Figure 1. Signal wires on met3.
Scale bar: 20 um.
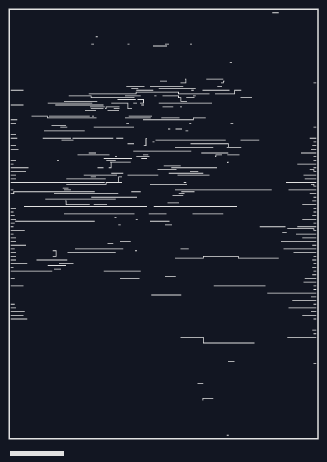
Figure 2. M2 wires.
Cells faint in the background.
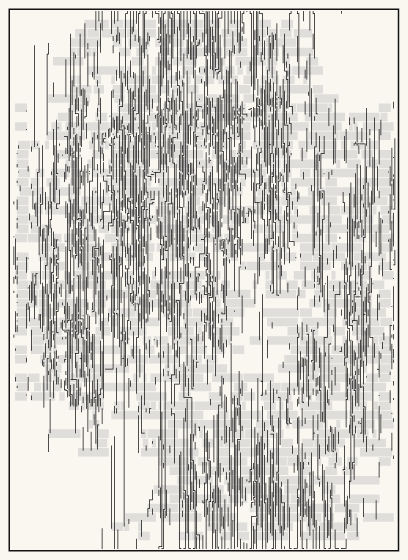
--- src/rtl/fetch.sv ---
// Instruction fetch stage: issues one word read at a time, squashes wrong-path
// returns after a redirect, and parks a returned word while decode is stalled.
module fetch #(
    parameter logic [31:0] RESET_VEC = 32'h8000_0000,
    parameter logic [31:0] ILLOP_VEC = 32'h8000_0004,
    parameter logic [31:0] XADR_VEC  = 32'h8000_0008,
    parameter logic [31:0] NOP_INST  = 32'h83FF_F800
) (
    input  logic        clk,
    input  logic        rst,
    input  logic [2:0]  pc_sel,
    input  logic [31:0] branch_addr,
    input  logic [31:0] jump_addr,
    input  logic        stall,
    output logic        imem_req,
    output logic [31:0] imem_addr,
    input  logic        imem_ack,
    input  logic        imem_rvalid,
    input  logic [31:0] imem_rdata,
    output logic [31:0] inst,
    output logic [31:0] pc_plus_four,
    output logic        inst_valid
);

    typedef enum logic [1:0] {ST_FETCH, ST_WAIT, ST_HOLD, ST_KILL} state_t;

    state_t      state_q, state_d;
    logic [31:0] pc_q, pc_d;
    logic [31:0] hold_q, hold_d;
    logic [31:0] inst_q, inst_d;
    logic [31:0] ppf_q, ppf_d;
    logic        inst_valid_q, inst_valid_d;

    logic        redirect;
    logic        emit;
    logic [31:0] emit_data;
    logic [31:0] target;
    logic [31:0] pc_inc;
    logic        unused_bits;

    assign redirect    = (pc_sel >= 3'd1) && (pc_sel <= 3'd4);
    // Bit 31 selects the privileged half of the address space; increments never touch it.
    assign pc_inc      = {pc_q[31], pc_q[30:0] + 31'd4};
    assign unused_bits = ^{branch_addr[31], branch_addr[1:0], jump_addr[1:0]};

    always_comb begin
        target = pc_inc;
        case (pc_sel)
            3'd1:    target = {pc_q[31], branch_addr[30:2], 2'b00};
            3'd2:    target = {pc_q[31] & jump_addr[31], jump_addr[30:2], 2'b00};
            3'd3:    target = ILLOP_VEC;
            3'd4:    target = XADR_VEC;
            default: target = pc_inc;
        endcase
    end

    always_comb begin
        state_d      = state_q;
        pc_d         = pc_q;
        hold_d       = hold_q;
        inst_d       = inst_q;
        ppf_d        = ppf_q;
        inst_valid_d = inst_valid_q;
        emit         = 1'b0;
        emit_data    = imem_rdata;

        case (state_q)
            ST_FETCH: begin
                if (redirect) begin
                    pc_d = target;
                    if (imem_ack) state_d = ST_KILL;
                end else if (imem_ack) begin
                    state_d = ST_WAIT;
                end
            end
            ST_WAIT: begin
                if (imem_rvalid) begin
                    state_d = ST_FETCH;
                    if (redirect) begin
                        pc_d = target;
                    end else if (stall) begin
                        hold_d  = imem_rdata;
                        state_d = ST_HOLD;
                    end else begin
                        emit = 1'b1;
                        pc_d = pc_inc;
                    end
                end else if (redirect) begin
                    pc_d    = target;
                    state_d = ST_KILL;
                end
            end
            ST_KILL: begin
                if (redirect)    pc_d    = target;
                if (imem_rvalid) state_d = ST_FETCH;
            end
            ST_HOLD: begin
                if (redirect) begin
                    pc_d    = target;
                    state_d = ST_FETCH;
                end else if (!stall) begin
                    emit      = 1'b1;
                    emit_data = hold_q;
                    pc_d      = pc_inc;
                    state_d   = ST_FETCH;
                end
            end
            default: state_d = ST_FETCH;
        endcase

        if (redirect) begin
            inst_d       = NOP_INST;
            inst_valid_d = 1'b0;
        end else if (emit) begin
            inst_d       = emit_data;
            ppf_d        = pc_inc;
            inst_valid_d = 1'b1;
        end else if (!stall) begin
            inst_d       = NOP_INST;
            inst_valid_d = 1'b0;
        end
    end

    always_ff @(posedge clk or posedge rst) begin
        if (rst) begin
            state_q      <= ST_FETCH;
            pc_q         <= RESET_VEC;
            hold_q       <= '0;
            inst_q       <= NOP_INST;
            ppf_q        <= RESET_VEC;
            inst_valid_q <= 1'b0;
        end else begin
            state_q      <= state_d;
            pc_q         <= pc_d;
            hold_q       <= hold_d;
            inst_q       <= inst_d;
            ppf_q        <= ppf_d;
            inst_valid_q <= inst_valid_d;
        end
    end

    assign imem_req     = (state_q == ST_FETCH);
    assign imem_addr    = pc_q;
    assign inst         = inst_q;
    assign pc_plus_four = ppf_q;
    assign inst_valid   = inst_valid_q;

endmodule

--- config.mk ---
export PLATFORM = sky130hd
export DESIGN_NAME = fetch
export DESIGN_NICKNAME = d
export VERILOG_FILES = /design/src/rtl/fetch.sv
export SDC_FILE = /design/constraint.sdc
export NUM_CORES = 1
export LEC_CHECK = 0
export CAP_MARGIN = 5
export CORE_ASPECT_RATIO = 1.4
export CORE_UTILIZATION = 45
export CTS_CLUSTER_SIZE = 8
export DETAILED_ROUTE_END_ITERATION = 10
export PLACE_DENSITY = 0.78
export REMOVE_ABC_BUFFERS = 1
export SYNTH_ARGS = -nofsm -noshare
export SYNTH_HDL_FRONTEND = slang
export SYNTH_SLANG_ARGS = --single-unit
--- constraint.sdc ---
create_clock -name clk -period 4 [get_ports clk]
set_input_delay 0.6 -clock clk [delete_from_list [all_inputs] [get_ports clk]]
set_output_delay 0.6 -clock clk [all_outputs]
set_load 0.03 [all_outputs]
==> results_dict.tcl <==
# metrics dict for downstream scripts
set metrics [dict create \
    synthMuxAreaShare_pct 7.88 \
    ios 202 \
    routed_wl_um 23500 \
    total_power_uw 7130 \
    status "complete, no violations" \
    crit_chain "clkdlybuf4s50_1 > nor2_4 > xor2_2 > buf_4 > nand2_1 > a311oi_1 > o21a_1" \
    ys_sh_xor_pct 6.63 \
    core_sq_mm 0.0169 \
    crit_path_start_kind "input port" \
    grt_use_total_pct 26.9 \
    antenna_found_initial 0 \
    row_count 56 \
    vias 7418 \
    ys_chip_area_sq_mm 0.00780 \
    syn_inst 872 \
    critPathKind "in -> reg" \
    synth-edff-count 0 \
    fillerInstances 1421 \
    cts_sinks 131 \
    final_cell_mix "196 x clkdlybuf4s50_1, 156 x nand2_1, 113 x dfrtp_1" \
    layoutNonFillerInstCount 1283 \
]
About Figure 1:
longest straight run: 45.1 um
main direction: horizontal

About Figure 2:
main direction: vertical
wire length on this layer: 11600 um

[state kept, by name, summed over array words and instances (netlist names)]
signal        cells
hold_q           32
imem_addr        32
inst             32
inst_valid        1
pc_plus_four     32
state_q           2
[cell families (layout without fill, tap and decap cells)]
kind of cell | after synthesis | count (layout)
adder cells (fa/ha/maj) | 5 | 5
buffers and inverters | 84 | 263
flip-flops | 131 | 131
XOR/XNOR | 59 | 59
AND/OR/NAND/NOR | 322 | 322
multiplexers | 57 | 57
AND-OR/OR-AND | 214 | 214
[power by group through the flow]
stage | Sequential [uW] | Combinational (uW) | Clock (uW)
finish | 2320 | 3130 | 1670
global route | 2400 | 3340 | 1750
CTS | 2320 | 3120 | 1690
detailed placement | 2340 | 3100 | 0
global placement | 2320 | 3040 | 0
floorplan | 2770 | 1350 | 0
